### Placement by cell class, run 1

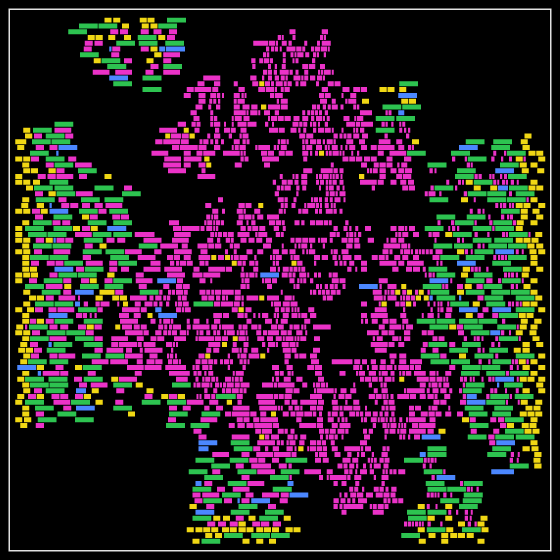
### Track usage over the die, run 1

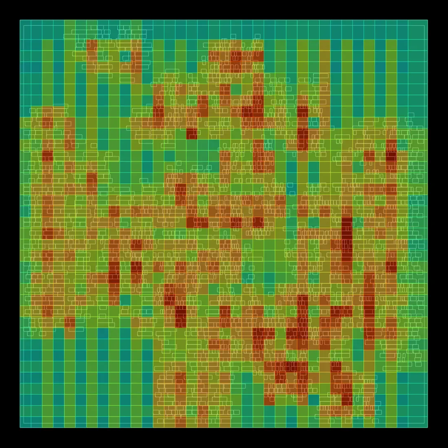
### Routed metal, one color a layer, run 1

Bar = 100 um.
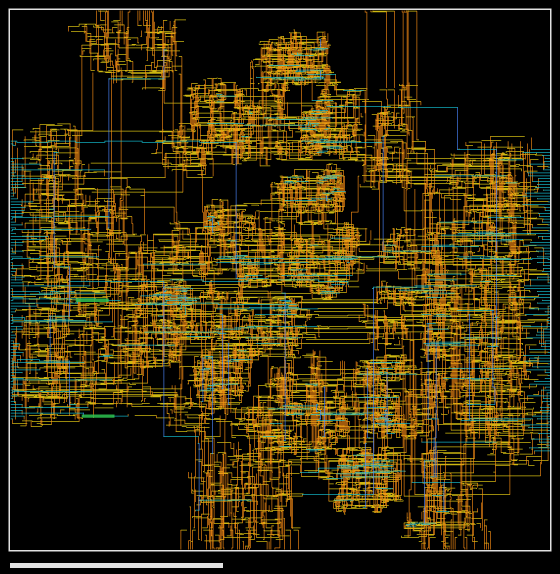
Design aes_sub_bytes_iter, sky130hd; sources not shown.
==> results_slide.txt <==
Run Summary

Timing
  – Sum of negative setup slack: 0 ns
  – Final worst slack: just under 0.9 ns
  – Total setup violations reported at the end of the flow: 0
  – Post-route minimum period: roughly 10 ns
  – Fmax achieved: 97.8 MHz
  – Max-Slew Margin vs Limit: a little under a quarter
  – Hold Vio Cnt, Final: 0
  – Share of the cycle needed by the critical path after routing: between 90 and 100%
  – Transition time at the pin with the least slew margin: between 1 and 1.5 ns
  – Final-layout worst hold slack: between 0.4 and 0.5 ns
  – Unrepaired setup endpoints after global routing: no

Die
  – Total die area: around 64000 um^2
  – Floorplan Utilization: 35.3%
  – Horizontal die dimension: 254 um

Place
  – Global placement routability congestion: roughly 0.87
  – IO Port Bufs: ~260
  – Placed cell count: about 3200

Synthesis
  – Distinct lib cells: 116
  – Part of the Yosys area used for sequential elements: approximately 30%
  – Post-synthesis instance total: 2222
  – YS chip area: 21800 um^2
  – Total number of yosys warnings: 0
  – Post-Synthesis Net Count: ~2400
  – Number of flops mapped to enable cells by yosys: 0
  – Asr flop ratio synth: 100%
  – Combined area of all synthesized cells: 21800 um^2
  – Most area-consuming cells after synthesis: sky130_fd_sc_hd__dfrtp_1 (30%), sky130_fd_sc_hd__mux2_2 (7.5%), sky130_fd_sc_hd__xnor2_1 (7.0%)

Cells and area
  – Antenna diodes: 0

Clock network
  – Latency at later pin: a little under 0.6 ns
  – # H-tree levels: 1
  – Maximum root-to-sink buffer count: 3
  – Number of sinks driven by the clock tree: between 200 and 300
  – CTS tree: done

Routing
  – Wire length on met1: roughly 29000 um
  – Number of design rule violations left after detail routing: 0
  – Pre-Repair DR Iteration Count: 6
  – Vias post-DR: ~18000
  – Tally of nets with antenna violations remaining after routing: 0

Outcome
  – Result of the run: finished clean

Run
  – MaxCap Viol Count: 0

GRT
  – Met1 track demand over resource in global routing: ~27%
  – Busiest layer in global routing: met2
  – Met3 capacity usage during global routing: approximately 3%

Worst setup path
  – Register-to-register path setup slack: around 0.9 ns
  – CP Class: reg -> reg
  – Arrival time at the worst endpoint: 10.63 ns
  – Cell with the largest stage delay on the worst path: sky130_fd_sc_hd__nor4_4
  – Largest fanout on the critical path: 20
  – Category of the worst setup path launch point: register

Min path
  – Hold Crit Class: reg -> reg
-- 'Placement by cell class' (at the start) --
color	class	cells	share of their area
green	sequential cells	261	26%
yellow	remaining buffers and delay cells	300	12%
blue	clock drivers and dummy loads	54	3.9%
magenta	remaining logic cells	1796	58%
area of all placed cells without fillers: 25900 um^2
row count: 91
fraction of standard cell area that is sequential: 25.2%

-- 'Track usage over the die' (at the start) --
final core occ: 42.0%
met2 layer usage reported by global route: 30.0%

-- 'Routed metal, one color a layer' (at the start) --
color	layer	wire length
yellow	M1	28.6 mm
blue	M4	1240 um
cyan	M3	4690 um
orange	M2	27.9 mm
green	M5	27.6 um
aggregate global-route resource usage: 19.0%
detailed-route wire length: 62400 um

==> run 1: cells in the final DEF, fill, tap and decap left out, drive strengths merged, types with 16 or more instances in the layout <==
cell             n
nor4            17
and2            19
o22ai           22
nor3            54
xor3            26
o21ai          175
o211ai          16
a22oi           16
clkbuf          43
mux2           147
nand2          212
clkdlybuf4s50  262
a22o            27
mux2i           84
a21oi           62
buf             38
xnor3           33
and3            24
nand3           64
mux4            34
a211oi          25
nor2           148
dfrtp          261
inv             31
xnor2          196
xor2            87
or3             17
==> run 1: area by class of cell <==
class / instances / share of cell area (%)
inverters: 29 / 0.420
clock buffers: 43 / 3.36
multi-input cells: 1767 / 55.3
repair buffers: 300 / 11.3
well taps: 837 / 4.04
flip-flops and latches: 261 / 25.2
clock inverters: 11 / 0.405
==> run 1: cells in the mapped netlist (10+ instances only) <==
master	n
sky130_fd_sc_hd__a211oi_1	23
sky130_fd_sc_hd__a21o_1	14
sky130_fd_sc_hd__a21oi_1	57
sky130_fd_sc_hd__a22o_1	27
sky130_fd_sc_hd__a22oi_1	15
sky130_fd_sc_hd__a32oi_1	15
sky130_fd_sc_hd__and2_1	18
sky130_fd_sc_hd__and3_1	23
sky130_fd_sc_hd__buf_1	10
sky130_fd_sc_hd__buf_2	51
sky130_fd_sc_hd__buf_4	15
sky130_fd_sc_hd__buf_6	12
sky130_fd_sc_hd__clkbuf_1	73
sky130_fd_sc_hd__dfrtp_1	261
sky130_fd_sc_hd__ha_1	14
sky130_fd_sc_hd__inv_1	26
sky130_fd_sc_hd__mux2_2	145
sky130_fd_sc_hd__mux2i_1	67
sky130_fd_sc_hd__mux4_2	32
sky130_fd_sc_hd__nand2_1	209
sky130_fd_sc_hd__nand2b_1	15
sky130_fd_sc_hd__nand3_1	62
sky130_fd_sc_hd__nand4_1	13
sky130_fd_sc_hd__nor2_1	148
sky130_fd_sc_hd__nor2b_1	10
sky130_fd_sc_hd__nor3_1	53
sky130_fd_sc_hd__nor4_1	14
sky130_fd_sc_hd__o211ai_1	14
sky130_fd_sc_hd__o21ai_0	120
sky130_fd_sc_hd__o21ai_1	53
sky130_fd_sc_hd__o22ai_1	22
sky130_fd_sc_hd__or3_1	16
sky130_fd_sc_hd__xnor2_1	174
sky130_fd_sc_hd__xnor2_2	20
sky130_fd_sc_hd__xnor3_1	29
sky130_fd_sc_hd__xor2_1	81
sky130_fd_sc_hd__xor3_1	26
==> run 1: worst max-delay path, delay by kind of cell (launching register included) <==
family                   cells  cell delay (ns)
XOR/XNOR                     9             3.54
AND-OR/OR-AND                6             1.69
AND/OR/NAND/NOR              5             1.22
multiplexers                 3             1.17
adder cells (fa/ha/maj)      2             0.97
buffers and inverters        4             0.88
flip-flops                   1             0.54
==> run 1: logic make-up (layout without fill, tap and decap cells) <==
family                     Yosys count  count (layout)  synth area share, %
buffers and inverters              194             383                 4.39
DFF                                261             261                 29.9
AOI/OAI and AO/OA                  518             518                 16.7
muxes                              265             265                 15.7
adders and majority gates           21              21                 1.14
and+or+nand+nor                    621             621                 13.4
xor gates and xnor gates           342             342                 18.7
